===== config.mk =====
export PLATFORM = sky130hd
export DESIGN_NAME = pc_stepper
export DESIGN_NICKNAME = d
export VERILOG_FILES = /design/src/rtl/pc_stepper_pkg.sv /design/src/rtl/ret_stack.sv /design/src/rtl/pc_stepper.sv
export SDC_FILE = /design/constraint.sdc
export NUM_CORES = 1
export LEC_CHECK = 0
export CAP_MARGIN = 5
export CORE_MARGIN = 2
export CORE_UTILIZATION = 29
export CTS_BUF_LIST = sky130_fd_sc_hd__clkbuf_4
export DETAILED_ROUTE_END_ITERATION = 6
export GPL_TIMING_DRIVEN = 0
export MAX_ROUTING_LAYER = met4
export SYNTH_ARGS = -nofsm -noshare
export SYNTH_HDL_FRONTEND = slang
export SYNTH_SLANG_ARGS = --single-unit

===== constraint.sdc =====
create_clock -name clk -period 3 [get_ports clk]
set_input_delay 0.9 -clock clk [delete_from_list [all_inputs] [get_ports clk]]
set_output_delay 0.9 -clock clk [all_outputs]
set_load 0.02 [all_outputs]

===== src/rtl/pc_stepper_pkg.sv =====
// Shared types for the program-counter sequencer: the per-edge operation
// and the priority decode from the raw request lines.
package pc_stepper_pkg;

  typedef enum logic [2:0] {
    OP_HOLD = 3'd0,
    OP_LOAD = 3'd1,
    OP_CALL = 3'd2,
    OP_RET  = 3'd3,
    OP_STEP = 3'd4
  } op_e;

  // Exactly one op per edge; lower-priority requests in the same cycle are dropped.
  function automatic op_e decode_op(
    input logic stall,
    input logic load,
    input logic call,
    input logic ret,
    input logic step
  );
    op_e op;
    if (stall)     op = OP_HOLD;
    else if (load) op = OP_LOAD;
    else if (call) op = OP_CALL;
    else if (ret)  op = OP_RET;
    else if (step) op = OP_STEP;
    else           op = OP_HOLD;
    return op;
  endfunction

endpackage


===== src/rtl/ret_stack.sv =====
// Small LIFO of return addresses. Push while full and pop while empty are
// ignored here; the caller owns error reporting.
module ret_stack #(
  parameter int unsigned WIDTH = 32,
  parameter int unsigned DEPTH = 4,
  localparam int unsigned CW = $clog2(DEPTH + 1),
  localparam int unsigned IW = (DEPTH > 1) ? $clog2(DEPTH) : 1
) (
  input  logic             clk,
  input  logic             rst_n,
  input  logic             push,
  input  logic             pop,
  input  logic [WIDTH-1:0] din,
  output logic [WIDTH-1:0] top,
  output logic [CW-1:0]    count,
  output logic             full,
  output logic             empty
);

  logic [WIDTH-1:0] mem [DEPTH];
  logic [IW-1:0]    wr_idx;
  logic [IW-1:0]    top_idx;
  logic             do_push;
  logic             do_pop;

  assign full    = (count == CW'(DEPTH));
  assign empty   = (count == '0);
  assign do_push = push && !full;
  assign do_pop  = pop && !empty && !push;

  assign wr_idx  = IW'(count);
  assign top_idx = IW'(count - CW'(1));
  // Entries at or above count are stale; top is only meaningful when !empty.
  assign top     = mem[top_idx];

  always_ff @(posedge clk or negedge rst_n) begin
    if (!rst_n) begin
      count <= '0;
    end else if (do_push) begin
      count <= count + CW'(1);
    end else if (do_pop) begin
      count <= count - CW'(1);
    end
  end

  // Contents are not reset; only the pointer decides what is visible.
  always_ff @(posedge clk) begin
    if (do_push) begin
      mem[wr_idx] <= din;
    end
  end

endmodule


===== src/rtl/pc_stepper.sv =====
// Program-counter sequencer: PC register, constant-stride successor,
// absolute jumps, stall, and a hardware return-address stack with sticky err.
module pc_stepper
  import pc_stepper_pkg::*;
#(
  parameter int unsigned      WIDTH      = 32,
  parameter int unsigned      STRIDE     = 4,
  parameter logic [WIDTH-1:0] RESET_ADDR = '0,
  parameter int unsigned      DEPTH      = 4,
  localparam int unsigned     CW         = $clog2(DEPTH + 1)
) (
  input  logic             clk,
  input  logic             rst_n,
  input  logic             stall,
  input  logic             step,
  input  logic             load,
  input  logic             call,
  input  logic             ret,
  input  logic [WIDTH-1:0] target,
  output logic [WIDTH-1:0] pc,
  output logic [WIDTH-1:0] pc_plus,
  output logic [CW-1:0]    depth_cnt,
  output logic             stk_empty,
  output logic             stk_full,
  output logic             err
);

  localparam logic [WIDTH-1:0] STEP_W     = WIDTH'(STRIDE);
  localparam logic [WIDTH-1:0] ALIGN_MASK = ~(STEP_W - WIDTH'(1));

  op_e              op;
  logic [WIDTH-1:0] target_aligned;
  logic [WIDTH-1:0] stack_top;
  logic [WIDTH-1:0] pc_next;
  logic             push;
  logic             pop;
  logic             overflow;
  logic             underflow;

  assign op             = decode_op(stall, load, call, ret, step);
  assign pc_plus        = pc + STEP_W;
  assign target_aligned = target & ALIGN_MASK;

  // A call while full still jumps; only the push is lost.
  assign push      = (op == OP_CALL) && !stk_full;
  assign pop       = (op == OP_RET) && !stk_empty;
  assign overflow  = (op == OP_CALL) && stk_full;
  assign underflow = (op == OP_RET) && stk_empty;

  always_comb begin
    pc_next = pc;
    unique case (op)
      OP_LOAD: pc_next = target_aligned;
      OP_CALL: pc_next = target_aligned;
      OP_RET:  pc_next = stk_empty ? pc : stack_top;
      OP_STEP: pc_next = pc_plus;
      default: pc_next = pc;
    endcase
  end

  always_ff @(posedge clk or negedge rst_n) begin
    if (!rst_n) begin
      pc  <= RESET_ADDR;
      err <= 1'b0;
    end else begin
      pc <= pc_next;
      if (overflow || underflow) begin
        err <= 1'b1;
      end
    end
  end

  ret_stack #(
    .WIDTH(WIDTH),
    .DEPTH(DEPTH)
  ) u_ret_stack (
    .clk  (clk),
    .rst_n(rst_n),
    .push (push),
    .pop  (pop),
    .din  (pc_plus),
    .top  (stack_top),
    .count(depth_cnt),
    .full (stk_full),
    .empty(stk_empty)
  );

endmodule


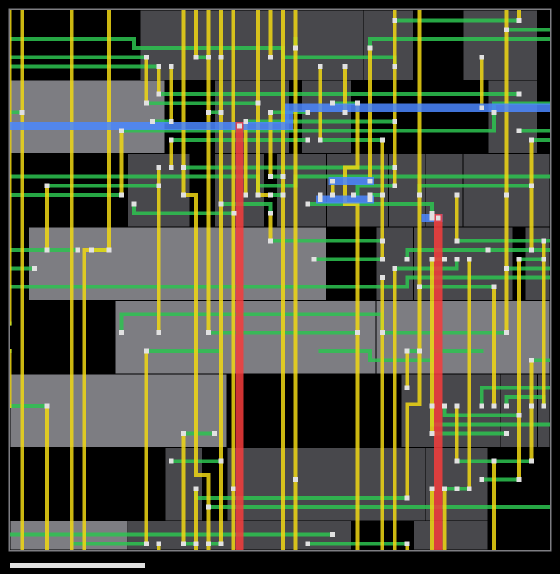
Fig. 1. A small window of the routed layout (run 1).
Scale bar: 5 um. Window x 72 to 92, y 105 to 125 um. Cells in gray, sequential cells in the stronger gray; small squares are vias.
yellow -> M2
blue -> M3
green -> M1
red -> M4
sequential cells in the window = 5
netlist names of flops here include = u_ret_stack.mem (3), pc (2)
most frequent = clkbuf_1 (4), a21oi_1 (3), edfxtp_1 (3)
cells with their middle in the window = 25

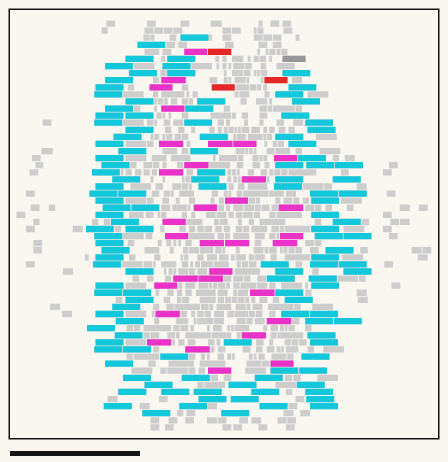
Fig. 2. Sequential cells grouped by signal name (run 1).
Scale bar: 50 um.
magenta -> pc  # placed flops 32
red -> u_ret_stack.count  # placed flops 3
cyan -> u_ret_stack.mem  # placed flops 128
not colored = 1

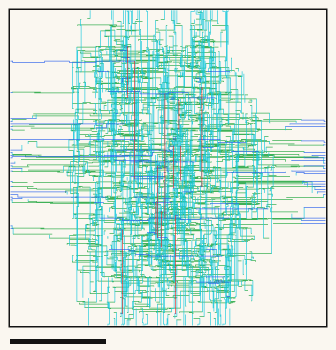
Fig. 3. Wiring by layer (run 1).
Scale bar: 50 um.
green -> M1  # wire length 9760 um
cyan -> M2  # wire length 10500 um
red -> M4  # wire length 425 um
blue -> M3  # wire length 1240 um

==> results.yml, run 1 <==
# synthesis and place-and-route metrics
status:
  status: "finished, violations left"
  failed_checks: "negative setup slack"
yosys:
  synth-edff-count: 128
  cells_after_synthesis: 511
  ys_sh_simple: 0.0861
  synthesized_net_count: 556
  synth-async-reset-ratio: 0.220
  seq_area_frac_synth: 0.637
  post_synth_ao_oa_area_fraction: 0.108
cells_and_area:
  largest_register: "u_ret_stack.mem"
  final_layout_top_logic_cell: "sky130_fd_sc_hd__edfxtp_1"
  mostFrequentLayoutCells: "128 x sky130_fd_sc_hd__edfxtp_1, 99 x sky130_fd_sc_hd__buf_4, 74 x sky130_fd_sc_hd__clkdlybuf4s50_1, 32 x sky130_fd_sc_hd__mux4_2, 31 x sky130_fd_sc_hd__buf_6"
  flow.area_growth_from_synthesis_pct: 43.8
  finalNetCount: 782
  top_area_cell_class: "flip-flops and latches"
  largest_register_ff_count: 128
  final.signal_inverter_count: 11
  largestRegisters: "u_ret_stack.mem x128, pc x32, u_ret_stack.count x3"
  number_of_multi_input_combinational_cells: 303
grt:
  grt_pass1_vias: 5281
  antenna_violations_before_repair: 1
  grt_util_met3: 0.0460
  grt_start_max_net_pins: 33
cts:
  postCtsSetupBuffers: 62
  cts_inserted_buffers: 17
  worst_setup_hold_path_clk_slew_ps: 160
  cts_hold_buf: 0
  clock_sinks: 164
  cts-resized-gates: 232
setup_path:
  critPathMaxFanout: 5
  endpoint_kind: "output pin"
  cell_family_contributing_the_most_delay_on_the_critical_path: "simple AND/OR/NAND/NOR gates"
  cp_slowest_stage_delay_ps: 440
  timing.rr.start: "u_ret_stack.count[0]"
  setup.worst_path.class: "reg -> out"
  critical_path_buf_inv_count: 2
final_timing:
  setup_viol_count_final: 24
  worst_slack_ps: -287
  min_period_over_period: 1.10
  slew_viol_final: 0
floorplan:
  die-height_um: 164
  floorplan.io_pins: 109
drt:
  drtPass1Iterations: 5
  wl_um: 21900
  wl_met3_um: 1240
placement:
  routabilityCongestion: 0.813
==> run 2: changes to the inputs <==
--- a/config.mk
+++ b/config.mk
@@ -6,6 +6,7 @@
 export NUM_CORES = 1
 export LEC_CHECK = 0
 export CAP_MARGIN = 5
+export CORE_ASPECT_RATIO = 1.4
 export CORE_MARGIN = 2
 export CORE_UTILIZATION = 29
 export CTS_BUF_LIST = sky130_fd_sc_hd__clkbuf_4
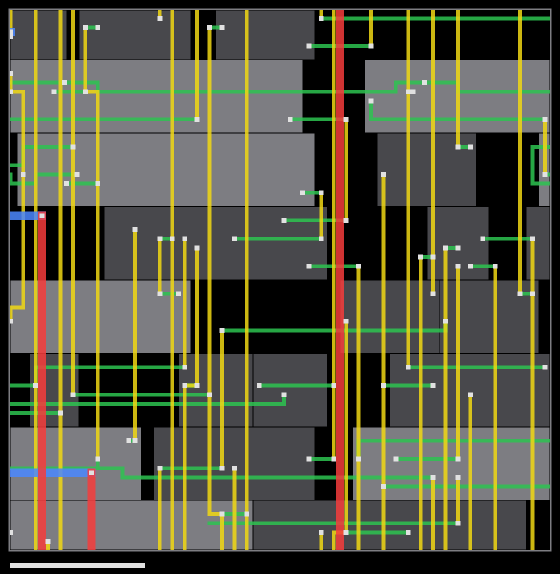
Fig. 4. A small window of the routed layout (run 2).
Scale bar: 5 um. Window x 60 to 80, y 126 to 146 um. Cells in gray, sequential cells in the stronger gray; small squares are vias.
blue -> M3
green -> M1
yellow -> M2
red -> M4
netlist names of flops here include = u_ret_stack.mem (4), pc (2)
cells with their middle in the window = 20
sequential cells in the window = 6
most frequent = clkdlybuf4s50_1 (4), edfxtp_1 (4)

==> results.yml, run 2 <==
# synthesis and place-and-route metrics
pwr:
  combPwrFrac: 0.387
grt:
  grt_util_met3: 0.0368
  grt_pass1_vias: 5489
  grt_start_max_net_pins: 33
  grt_util_all_layers: 0.177
  antenna_violations_before_repair: 1
floorplan:
  floorplan.io_pins: 109
  fp-row-count: 69
  die-height_um: 194
cts:
  clock_sinks: 164
  postCtsSetupBuffers: 59
  cts_inserted_buffers: 17
  worst_setup_hold_path_clk_slew_ps: 140
  clock_tree_from_tritoncts: "built"
  cts-resized-gates: 267
setup_path:
  critical_path_buf_inv_count: 2
  regToRegSetupSlack_ps: 130
  cell_family_contributing_the_most_delay_on_the_critical_path: "simple AND/OR/NAND/NOR gates"
  cp_slowest_stage_delay_ps: 430
  critPathMaxFanout: 5
  timing.rr.start: "u_ret_stack.count[0]"
status:
  status: "finished, violations left"
  failed_checks: "negative setup slack"
yosys:
  seq_area_frac_synth: 0.637
  cells_after_synthesis: 511
  post_synth_ao_oa_area_fraction: 0.108
  synth-async-reset-ratio: 0.220
  ys_sh_simple: 0.0861
  synthesized_net_count: 556
  synth-edff-count: 128
final_timing:
  slew_viol_final: 0
  worst_slack_ps: -301
  setup_viol_count_final: 24
  min_period_over_period: 1.10
cells_and_area:
  largest_register_ff_count: 128
  mostFrequentLayoutCells: "128 x sky130_fd_sc_hd__edfxtp_1, 90 x sky130_fd_sc_hd__buf_4, 75 x sky130_fd_sc_hd__clkdlybuf4s50_1, 32 x sky130_fd_sc_hd__buf_6, 32 x sky130_fd_sc_hd__mux4_2"
  largest_register: "u_ret_stack.mem"
  final.signal_inverter_count: 11
  flow.area_growth_from_synthesis_pct: 44.8
  top_area_cell_class: "flip-flops and latches"
  largestRegisters: "u_ret_stack.mem x128, pc x32, u_ret_stack.count x3"
  buffers: 236
  final_layout_top_logic_cell: "sky130_fd_sc_hd__edfxtp_1"
  finalCoreUtilization: 0.427
  number_of_multi_input_combinational_cells: 303
placement:
  routabilityCongestion: 0.813
drt:
  drtPass1Iterations: 5
  wl_met3_um: 1290
==> run 3: changes to the inputs <==
--- a/config.mk
+++ b/config.mk
@@ -10,6 +10,7 @@
 export CORE_MARGIN = 2
 export CORE_UTILIZATION = 29
 export CTS_BUF_LIST = sky130_fd_sc_hd__clkbuf_4
+export CTS_CLUSTER_SIZE = 20
 export DETAILED_ROUTE_END_ITERATION = 6
 export GPL_TIMING_DRIVEN = 0
 export MAX_ROUTING_LAYER = met4
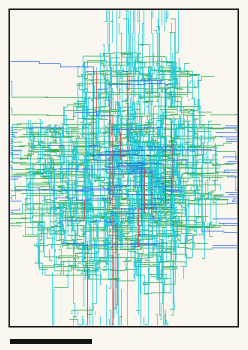
Fig. 5. Wiring by layer (run 3).
Scale bar: 50 um.
cyan -> M2  # wire length 12200 um
green -> M1  # wire length 9250 um
red -> M4  # wire length 728 um
blue -> M3  # wire length 1290 um
Routed wire per std cell: 22.0 um
total vias in the final route: 5542
GRT Util Overall: 0.177
wire length after detailed routing: 23500 um

==> results.yml, run 3 <==
# synthesis and place-and-route metrics
yosys:
  post_synth_ao_oa_area_fraction: 0.108
  yosys-stat-cells: 511
  seq_area_frac_synth: 0.637
  synth-edff-count: 128
  synth-async-reset-ratio: 0.220
  synthesized_net_count: 556
  ys.flop_type: "sky130_fd_sc_hd__edfxtp_1"
  post_synth_most_frequent_cells: "128 x sky130_fd_sc_hd__edfxtp_1, 36 x sky130_fd_sc_hd__dfrtp_1, 32 x sky130_fd_sc_hd__mux4_2"
  synth.ff_latch_count: 164
  ys_sh_adder: 0.0101
  ys_sh_simple: 0.0861
  cells_after_synthesis: 511
drt:
  wl_met3_um: 1290
  drt_iter0_markers: 410
  antenna_violating_nets_post_route: 0
  drtPass1Iterations: 5
placement:
  routabilityCongestion: 0.813
  detailed_place_hpwl_um: 15100
cells_and_area:
  finalCoreUtilization: 0.427
  largestRegisters: "u_ret_stack.mem x128, pc x32, u_ret_stack.count x3"
  area_share_nonclk_buffers: 0.197
  top_area_cell_class: "flip-flops and latches"
  final_layout_size_suffix_gt1_frac: 0.413
  buffers: 236
  largest_register: "u_ret_stack.mem"
  final_layout_top_logic_cell: "sky130_fd_sc_hd__edfxtp_1"
  flow.area_growth_from_synthesis_pct: 44.8
  final.signal_inverter_count: 11
  combAreaFraction: 0.291
  seq_area_mm2: 0.00477
  number_of_multi_input_combinational_cells: 303
  largest_register_ff_count: 128
  finalNetCount: 778
  mostFrequentLayoutCells: "128 x sky130_fd_sc_hd__edfxtp_1, 90 x sky130_fd_sc_hd__buf_4, 75 x sky130_fd_sc_hd__clkdlybuf4s50_1, 32 x sky130_fd_sc_hd__buf_6, 32 x sky130_fd_sc_hd__mux4_2"
  clock_cell_area_share: 0.0296
cts:
  cts-resized-gates: 267
  clock_sinks: 164
  clock_tree_from_tritoncts: "built"
  htreeDepth: 4
  cts_inserted_buffers: 17
  postCtsSetupBuffers: 59
  cts_hold_buf: 0
  worst_setup_hold_path_clk_slew_ps: 140
pwr:
  share_seq_of_total_power: 0.408
  power.clock.total_mw: 1.47
  power_density_mw_per_mm2: 664
  power.total_mw: 7.16
  switchingPower_mw: 2.37
  combPwrFrac: 0.387
  pwr.group.combinational_mw: 2.77
  internal_pwr_total_mw: 4.79
setup_path:
  critPathMostFrequentCell: "sky130_fd_sc_hd__buf_4"
  timing.critical_path.from_type: "register"
  setup.worst_path.class: "reg -> out"
  critical-path-slowest-cell: "sky130_fd_sc_hd__dfrtp_2"
  cell_family_contributing_the_most_delay_on_the_critical_path: "simple AND/OR/NAND/NOR gates"
  critical_path_buf_inv_count: 2
  timing.rr.start: "u_ret_stack.count[0]"
  regToRegSetupSlack_ps: 130
  critPathMaxFanout: 5
  cp_slowest_stage_delay_ps: 430
  timing.critical_path.required_ps: 2100
  endpoint_kind: "output pin"
grt:
  antenna_violations_before_repair: 1
  grt_pass1_vias: 5489
  grt_overflow: 0
  grt_util_met3: 0.0368
  grt_most_used_layer: "met2"
  grt_start_max_net_pins: 33
status:
  status: "finished, violations left"
  failed_checks: "negative setup slack"
job:
  log.warning_count: 34
  max_cap_viol_count: 0
floorplan:
  tap-cell-count: 319
  floorplan.io_pins: 109
  core-area_mm2: 0.0253
  fp-row-count: 69
  die-height_um: 194
final_timing:
  worst_slack_ps: -301
  slew_viol_final: 0
  setup_viol_count_final: 24
  final.setup.tns_ps: -4200
  min_period_over_period: 1.10
Power figures rest on the tool's default switching activity, not on a simulated workload.
